run_1/clock_map.png
Scale: 4 px per um.
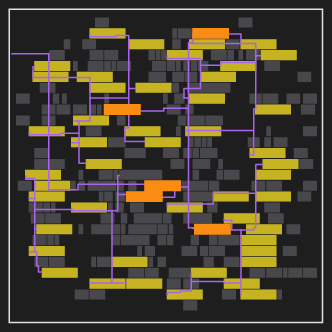
run_1/density.png
Scale: 4 px per um. The die is cut into 8 by 8 equal tiles; white is low, dark blue is high, 0 to 100% covered.
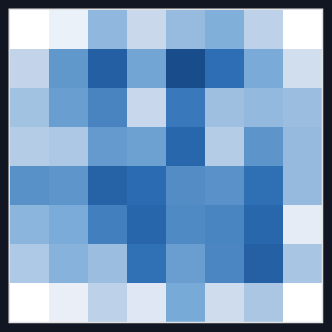
run_1/met1.png
Scale: 4 px per um. Supply wires on this layer in grey.
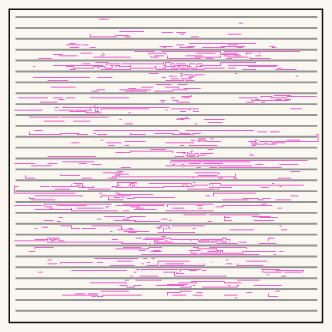
run_1/met3.png
Scale: 6 px per um. Cells faint in the background.
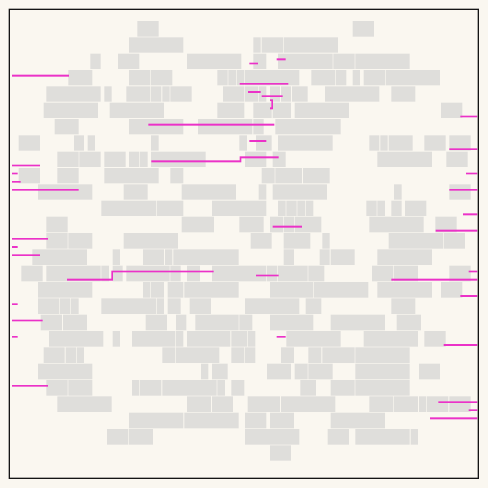
===== src/rtl/shift_add_mul8.sv =====
// shift_add_mul8: sequential 8x8 unsigned multiplier, one add/shift step per multiplier bit
// through a single shared bit8_FA ripple-carry adder.
module bit8_FA (
  input  logic [7:0] a,
  input  logic [7:0] b,
  input  logic       cin,
  output logic [7:0] sum,
  output logic       cout
);
  logic [8:0] c;
  assign c[0] = cin;
  for (genvar i = 0; i < 8; i++) begin : g_fa
    assign sum[i]  = a[i] ^ b[i] ^ c[i];
    assign c[i+1]  = (a[i] & b[i]) | (c[i] & (a[i] ^ b[i]));
  end
  assign cout = c[8];
endmodule

module shift_add_mul8 (
  input  logic        clk,
  input  logic        rst,
  input  logic        start,
  input  logic [7:0]  a,
  input  logic [7:0]  b,
  output logic        busy,
  output logic        done,
  output logic [15:0] p
);
  typedef enum logic [1:0] {IDLE, ADD, SHIFT, DONE} state_t;
  state_t      state_q, state_d;
  logic [7:0]  m_q, m_d, a_q, a_d, q_q, q_d;
  logic        c_q, c_d;
  logic [3:0]  cnt_q, cnt_d;
  logic [15:0] p_q, p_d;
  logic [7:0]  sum;
  logic        cout;
  bit8_FA u_fa (.a(a_q), .b(m_q), .cin(1'b0), .sum(sum), .cout(cout));
  always_comb begin
    state_d = state_q;
    m_d     = m_q;
    a_d     = a_q;
    q_d     = q_q;
    c_d     = c_q;
    cnt_d   = cnt_q;
    p_d     = p_q;
    case (state_q)
      IDLE: if (start) begin
        m_d     = a;
        q_d     = b;
        a_d     = 8'd0;
        c_d     = 1'b0;
        cnt_d   = 4'd0;
        state_d = ADD;
      end
      ADD: begin
        c_d     = q_q[0] & cout;
        a_d     = q_q[0] ? sum : a_q;
        state_d = SHIFT;
      end
      SHIFT: begin
        {c_d, a_d, q_d} = {1'b0, c_q, a_q, q_q[7:1]};
        cnt_d   = cnt_q + 4'd1;
        // Last iteration: capture the post-shift {A,Q} as the product.
        p_d     = (cnt_q == 4'd7) ? {c_q, a_q, q_q[7:1]} : p_q;
        state_d = (cnt_q == 4'd7) ? DONE : ADD;
      end
      DONE: state_d = IDLE;
    endcase
  end
  always_ff @(posedge clk or posedge rst) begin
    if (rst) begin
      state_q <= IDLE;
      m_q     <= 8'd0;
      a_q     <= 8'd0;
      q_q     <= 8'd0;
      c_q     <= 1'b0;
      cnt_q   <= 4'd0;
      p_q     <= 16'd0;
    end else begin
      state_q <= state_d;
      m_q     <= m_d;
      a_q     <= a_d;
      q_q     <= q_d;
      c_q     <= c_d;
      cnt_q   <= cnt_d;
      p_q     <= p_d;
    end
  end
  assign busy = (state_q == ADD) || (state_q == SHIFT);
  assign done = (state_q == DONE);
  assign p    = p_q;
endmodule


===== config.mk =====
export PLATFORM = sky130hd
export DESIGN_NAME = shift_add_mul8
export DESIGN_NICKNAME = d
export VERILOG_FILES = /design/src/rtl/shift_add_mul8.sv
export SDC_FILE = /design/constraint.sdc
export NUM_CORES = 1
export LEC_CHECK = 0
export ABC_AREA = 0
export CAP_MARGIN = 30
export CORE_UTILIZATION = 40
export CTS_BUF_LIST = sky130_fd_sc_hd__clkbuf_16
export CTS_CLUSTER_DIAMETER = 40
export CTS_CLUSTER_SIZE = 28
export DETAILED_ROUTE_END_ITERATION = 16
export PLACE_DENSITY_LB_ADDON = 0.08
export RECOVER_POWER = 100
export SLEW_MARGIN = 30
export SYNTH_ARGS = -nofsm -noshare
export SYNTH_HDL_FRONTEND = slang
export SYNTH_SLANG_ARGS = --single-unit

===== constraint.sdc =====
create_clock -name clk -period 4.35 [get_ports clk]
set_input_delay 0.87 -clock clk [delete_from_list [all_inputs] [get_ports clk]]
set_output_delay 0.87 -clock clk [all_outputs]
set_load 0.005 [all_outputs]

==> impl_metrics.py, run 1 <==
# Physical implementation metrics
metrics = {
    "critical_path": {
        "crit_required_ps": 4510,
        "critical_path.startpoint": "a_q[0]",
        "timing.setup.critical_path_class": "flip-flop to flip-flop",
        "arrival_ps": 3760,
        "worst-r2r-cell-count": 15,
        "timing.critical_path.to_type": "flip-flop",
        "rrSetupSlack_ps": 750,
        "path_max_fanout": 4,
        "rr_endpoint": "a_q[7]",
        "crit_path_start_kind": "flip-flop",
        "timing.critical_path.to": "a_q[7]",
    },
    "clock_tree": {
        "cts.path.max_buffers": 2,
        "cts_inserted_buffers": 5,
        "clock_slew_seen_by_the_registers_of_the_worst_setup_and_hold_paths_ps": 60,
        "cts-htree-levels": 2,
        "cts_setup_buffers": 0,
        "postCtsResizedCells": 0,
    },
    "synth": {
        "synth_adder_area_share": 0.0933,
        "synth-compound-area-share": 0.0733,
        "synth.yosys.num_cells": 186,
        "ys_sh_mux": 0.187,
        "synth-async-reset-ratio": 1.00,
        "synth_top_flop_cell": "sky130_fd_sc_hd__dfrtp_1",
        "synth_nets": 218,
        "synthDistinctLibCells": 28,
        "yosys.stat.seqShare": 0.510,
        "synth.comb.largest_family": "multiplexers",
        "postSynthRegisterBits": 47,
        "synthesis.area_per_instance_um2": 12.4,
        "yosysTopAreaCell": "sky130_fd_sc_hd__dfrtp_1",
        "syn_inst": 186,
        "yosysTopAreaCellShare": 0.510,
        "yosys.area_share.xor_xnor": 0,
        "main_area_contributors_after_synthesis": "sky130_fd_sc_hd__dfrtp_1 (51%), sky130_fd_sc_hd__mux2_2 (10%), sky130_fd_sc_hd__fa_1 (6.1%)",
        "post_synth_and_or_nand_nor_area_fraction": 0.0966,
    },
    "power": {
        "p_seq_frac": 0.371,
        "total_power_mw": 1.73,
        "p_leak_nw": 1.38,
        "pwr_density_cell_nw_per_um2": 599,
        "ir_drop_uv": 245,
        "combinational_group_share_of_total_power": 0.351,
        "netSwitchingFraction": 0.326,
        "internal_power_mw": 1.17,
    },
    "layout": {
        "syn_to_final_growth_pct": 25.6,
        "finish.instance_area_um2": 2900,
        "layout.nets": 257,
        "layout_top_cells_excl_fill_tap": "sky130_fd_sc_hd__dfrtp_1 (47), sky130_fd_sc_hd__mux2_2 (21), sky130_fd_sc_hd__dlygate4sd3_1 (20), sky130_fd_sc_hd__o21ai_0 (18)",
        "drive_above_1_share": 0.146,
    },
    "global_route": {
        "grt_antenna_before_repair": 0,
        "grt.overflow.total": 0,
        "grtUsageTotal": 0.168,
        "grt_max_degree": 31,
    },
    "place": {
        "placed_area_um2": 2760,
        "post-dp-hpwl_um": 3260,
        "dp_slack_ps": 842,
    },
    "status": {
        "failed_checks": "max-capacitance violations, max-slew violations",
        "status": "finished with violations",
    },
    "timing": {
        "timing.final.max_slew_violations": 31,
        "min_period_ps": 3600,
        "fin_ws_ps": 752,
        "setup_total_negative_slack_ps": 0,
        "slew-limit-headroom": -0.0320,
        "final-setup-viol-count": 0,
        "max_slew.worst_pin.slew_ps": 1550,
        "holdWs_ps": 486,
        "fmax_mhz": 278,
    },
    "detailed_routing": {
        "ant_nets": 0,
        "wire_per_inst_um": 15.0,
        "dr.first_iter.drc_count": 96,
        "post_drt_via_cell_ratio": 4.95,
        "drtPass1Iterations": 5,
    },
    "worst_hold_path": {
        "min-delay-path-class": "flip-flop to flip-flop",
    },
    "floorplanning": {
        "floorplan.io_pins": 37,
        "floorplan.die_area_um2": 6070,
        "rows": 27,
        "horiz_die_dim_um": 77.9,
    },
    "run": {
        "maxCapViolCount": 2,
        "stage_log_warnings": 29,
    },
}
Notes on clock_map.png above:
[purple] clock wires | length: 579 um
[yellow] flip-flops | count: 47
[orange] cells driving clock nets | count: 5
flops lie: spread over the die
routed clock nets: 6
Latency at later pin: 280 ps
setup skew after layout: 2.94 ps
Power Clock: 0.482 mW
clock power share: 0.278

Notes on density.png above:
densest ninth of the die: centre
nearly empty tiles: 6.2%
tiles over 75% full: 14%
mean over tiles: 46%
fullest tile: 89%
area of the core: 5540 um2
Starting Density: 0.416
final standard cell utilization of the core: 0.523

Notes on met1.png above:
longest straight run: 34.0 um
share of all routed wire: 47%
wire length on this layer: 2090 um
main direction: horizontal
nets with wire on the layer: 219
via count: 1476
GR met1 Demand/Resource: 0.224

Notes on met3.png above:
main direction: horizontal
nets with wire on the layer: 32
longest straight run: 20.7 um
wire length on this layer: 205 um
met3 GRT Util: 0.0353
sum of routed wire length over all layers: 4480 um

[run 1: state kept, by name, summed over array words and instances (netlist names)]
| register | flops |
|---|---|
| a_q | 8 |
| q_q | 8 |
| state_q | 2 |
| c_q | 1 |
| m_q | 8 |
| p | 16 |
| cnt_q | 4 |
[run 1: cells by family after synthesis]
family | count (synthesis)
flops | 47
mux | 38
buf+inv | 21
fa+ha+maj | 13
compound gates | 29
simple gates | 38
[run 1: worst max-delay path: stages (launching register included)]
cell                      delay (ps)
sky130_fd_sc_hd__dfrtp_1         410
sky130_fd_sc_hd__ha_1            190
sky130_fd_sc_hd__inv_1            60
sky130_fd_sc_hd__fa_1            190
sky130_fd_sc_hd__fa_1            170
sky130_fd_sc_hd__inv_1            50
sky130_fd_sc_hd__fa_1            370
sky130_fd_sc_hd__fa_1            380
sky130_fd_sc_hd__inv_1            80
sky130_fd_sc_hd__fa_1            170
sky130_fd_sc_hd__inv_1            50
sky130_fd_sc_hd__fa_1            380
sky130_fd_sc_hd__fa_1            430
sky130_fd_sc_hd__a22oi_1         160
sky130_fd_sc_hd__nor2b_1          80
sky130_fd_sc_hd__mux2_1          300
[run 1: Yosys cell counts, drive strengths merged, types with 2 or more instances]
cell type and n:
a21oi 2, nand4b 2, dfrtp 47, nand3 2
nand2 16, mux2 26, and2 3, ha 6
a22oi 5, buf 5, o21ai 18, inv 13
mux2i 12, clkbuf 3, nor2b 11, fa 7
[run 1: metrics by stage]
stage,instances,utilization
2_1_floorplan,186,-
3_3_place_gp,289,0.494
3_5_place_dp,290,0.498
4_1_cts,298,0.532
5_1_grt,298,0.523
6_report,298,0.523
[run 1: power by group through the flow]
stage / sequential, mW / clock, mW / combinational [mW]
floorplan: 0.623 / 0 / 0.500
global placement: 0.645 / 0 / 0.626
detailed placement: 0.652 / 0 / 0.659
CTS: 0.645 / 0.495 / 0.661
global route: 0.659 / 0.512 / 0.696
finish: 0.643 / 0.482 / 0.609
[run 1: layer usage]
metal	track usage	routed length, um
met5	0	0
met1	0.224	2090
met3	0.0353	205
met2	0.262	2090
met4	0.0815	93
[run 1: how the worst min path moves through the flow]
stage | startpoint | end | slack, ps | cells after the start
floorplan | cnt_q[2] | cnt_q[2] | 470 | 1
global placement | p[9] | p[9] | 470 | 2
detailed placement | p[12] | p[12] | 470 | 2
CTS | p[12] | p[12] | 500 | 2
global route | p[15] | p[15] | 520 | 1
finish | p[12] | p[12] | 490 | 2
[run 1: cell type report]
class | count | area, um2
clock buffer | 5 | 125
clock inverter | 3 | 63.8
fill | 489 | 2650
inverter | 13 | 48.8
multi-input combinational | 118 | 1010
sequential | 47 | 1180
tap | 72 | 90.1
timing repair buffer | 40 | 379
==> run 2: changes to the inputs <==
==> constraint.sdc (replaced) <==
create_clock -name clk -period 2.98 [get_ports clk]
set_input_delay 0.596 -clock clk [delete_from_list [all_inputs] [get_ports clk]]
set_output_delay 0.596 -clock clk [all_outputs]
set_load 0.005 [all_outputs]
run_2/density.png
Scale: 4 px per um. The die is cut into 8 by 8 equal tiles; white is low, dark blue is high, 0 to 100% covered.
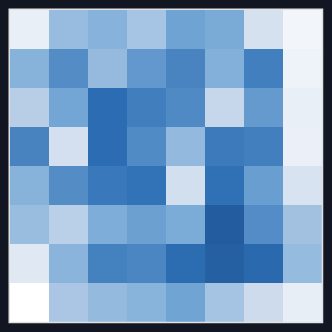
nearly empty tiles: 1.6%
mean over tiles: 47%
fullest tile: 82%
tiles over 75% full: 9.4%
final standard cell utilization of the core: 0.526

==> impl_metrics.py, run 2 <==
# Physical implementation metrics
metrics = {
    "clock_tree": {
        "cts_inserted_buffers": 5,
        "cts-htree-levels": 2,
        "clock_slew_seen_by_the_registers_of_the_worst_setup_and_hold_paths_ps": 60,
        "clkLatencyLatePin_ps": 280,
    },
    "synth": {
        "ys_sh_mux": 0.187,
        "main_area_contributors_after_synthesis": "sky130_fd_sc_hd__dfrtp_1 (51%), sky130_fd_sc_hd__mux2_2 (10%), sky130_fd_sc_hd__fa_1 (6.1%)",
        "yosysTopAreaCellShare": 0.510,
        "synth.yosys.num_cells": 186,
        "yosys.area_share.xor_xnor": 0,
        "postSynthRegisterBits": 47,
        "yosysTopAreaCell": "sky130_fd_sc_hd__dfrtp_1",
        "synth_adder_area_share": 0.0933,
        "synthesis.area_per_instance_um2": 12.4,
        "synth-async-reset-ratio": 1.00,
        "synth_top_cell_by_count": "sky130_fd_sc_hd__dfrtp_1",
        "syn_inst": 186,
        "synth.comb.largest_family": "multiplexers",
        "synth.cells.most_frequent": "sky130_fd_sc_hd__dfrtp_1 (47), sky130_fd_sc_hd__mux2_2 (21), sky130_fd_sc_hd__o21ai_0 (18)",
        "yosys.stat.seqShare": 0.510,
    },
    "layout": {
        "fillers": 509,
        "largest_reg_flops": 16,
        "layout.nets": 259,
        "syn_to_final_growth_pct": 26.3,
        "drive_above_1_share": 0.228,
        "finish.instance_area_um2": 2910,
        "layout_top_cells_excl_fill_tap": "sky130_fd_sc_hd__dfrtp_1 (47), sky130_fd_sc_hd__mux2_2 (21), sky130_fd_sc_hd__dlygate4sd3_1 (19), sky130_fd_sc_hd__o21ai_0 (18), sky130_fd_sc_hd__clkdlybuf4s50_1 (17)",
    },
    "timing": {
        "fmax_mhz": 303,
        "fin_ws_ps": -323,
        "max_slew.worst_pin.slew_ps": 1110,
        "min_period_ps": 3300,
        "clock-skew-final_ps": 5.59,
        "slew-limit-headroom": 0.257,
        "setup_total_negative_slack_ps": -447,
        "final-setup-viol-count": 2,
        "timing.final.max_slew_violations": 0,
    },
    "detailed_routing": {
        "dr.first_iter.drc_count": 67,
        "ant_nets": 0,
        "post_drt_via_cell_ratio": 4.94,
        "vias": 1483,
        "drtPass1Iterations": 4,
    },
    "critical_path": {
        "crit_required_ps": 3140,
        "timing.setup.critical_path_class": "flip-flop to flip-flop",
        "critPathTopFamily": "adder cells",
        "cp_slowest_cell": "sky130_fd_sc_hd__fa_2",
        "cpPeakStageDelay_ps": 420,
        "worst_path_most_repeated_cell": "sky130_fd_sc_hd__fa_2",
        "worst_path_cell_trace": "ha_2, inv_2, fa_2, fa_2, inv_2, fa_2, fa_2, inv_2, fa_2, inv_2, fa_2, fa_2, a22oi_2, nor2b_1, mux2_4",
    },
    "status": {
        "status": "finished with violations",
        "failed_checks": "negative setup slack",
    },
    "worst_hold_path": {
        "min-delay-path-class": "flip-flop to flip-flop",
    },
    "run": {
        "maxCapViolCount": 0,
        "stage_log_warnings": 32,
    },
    "place": {
        "post-dp-hpwl_um": 3000,
        "placed_area_um2": 2770,
    },
    "floorplanning": {
        "design.core.area_um2": 5540,
        "floorplan.io_pins": 37,
        "rows": 27,
        "core_util_floorplan": 0.416,
    },
    "power": {
        "pwr_density_cell_nw_per_um2": 827,
        "ir_drop_uv": 348,
    },
    "global_route": {
        "grtUsageTotal": 0.154,
    },
}
-- run 2: cell counts after synthesis --
No cell type changed its count.
-- run 2: layout make-up --
| class | count | area, um2 | share of cell area |
|---|---|---|---|
| Sequential cell | 47 | 1180 | 0.404 |
| Multi-Input combinational cell | 118 | 1060 | 0.365 |
| Clock buffer | 5 | 125 | 0.0430 |
| Timing Repair Buffer | 42 | 395 | 0.136 |
| Inverter | 13 | 48.8 | 0.0168 |
| Tap cell | 72 | 90.1 | 0.0309 |
| Clock inverter | 3 | 12.5 | 0.00430 |
-- run 2: through the flow --
stage	utilization	setup WS, ps	cells	power (mW)
after floorplan	-	-238	186	1.65
after CTS	0.526	-347	300	2.45
final	0.526	-323	300	2.41
after detailed placement	0.501	-346	292	1.91
after global routing	0.526	-441	300	2.61
after global placement	0.501	-298	292	1.87
-- run 2: where the power goes --
part	internal, mW	total [mW]	switching, mW
sequential	0.804	0.936	0.132
clock	0.303	0.521	0.218
combinational	0.471	0.951	0.480
-- run 2: repair_timing --
action                                  4_1_cts  5_1_grt
cloned                                        0        0
pin swaps                                     1        0
endpoints found under the setup margin        3        3
resized                                       4        2
-- run 2: path summary, 6_finish.rpt --
kind,slack [ps],to,start,depth (start not counted)
min,480,p[9],p[9],2
max in group asynchronous,980,a_q[1],rst,3
max,-320,a_q[7],m_q[0],15
min in group asynchronous,800,p[6],rst,2
max reg2reg,-320,a_q[7],m_q[0],15
min reg2reg,480,p[9],p[9],2
-- run 2: logic make-up (layout without fill, tap and decap cells) --
group	count (synthesis)	count (layout)
buf+inv	21	63
mux	38	38
simple gates	38	38
flops	47	47
fa+ha+maj	13	13
compound gates	29	29
-- run 2: layer usage --
metal	vias up	part of all wire	GRT usage
met5	-	0	0
met3	2	0.033	0.0294
met1	743	0.48	0.205
met4	0	0.0031	0.0389
met2	25	0.49	0.258
li1	713	-	-
-- run 2: worst reg2reg max path: stages (launching register included) --
cell and delay (ps):
sky130_fd_sc_hd__dfrtp_1 380, sky130_fd_sc_hd__ha_2 190, sky130_fd_sc_hd__inv_2 50, sky130_fd_sc_hd__fa_2 190
sky130_fd_sc_hd__fa_2 190, sky130_fd_sc_hd__inv_2 40, sky130_fd_sc_hd__fa_2 340, sky130_fd_sc_hd__fa_2 350
sky130_fd_sc_hd__inv_2 60, sky130_fd_sc_hd__fa_2 190, sky130_fd_sc_hd__inv_2 40, sky130_fd_sc_hd__fa_2 330
sky130_fd_sc_hd__fa_2 420, sky130_fd_sc_hd__a22oi_2 130, sky130_fd_sc_hd__nor2b_1 60, sky130_fd_sc_hd__mux2_4 250
Power figures rest on the tool's default switching activity, not on a simulated workload.
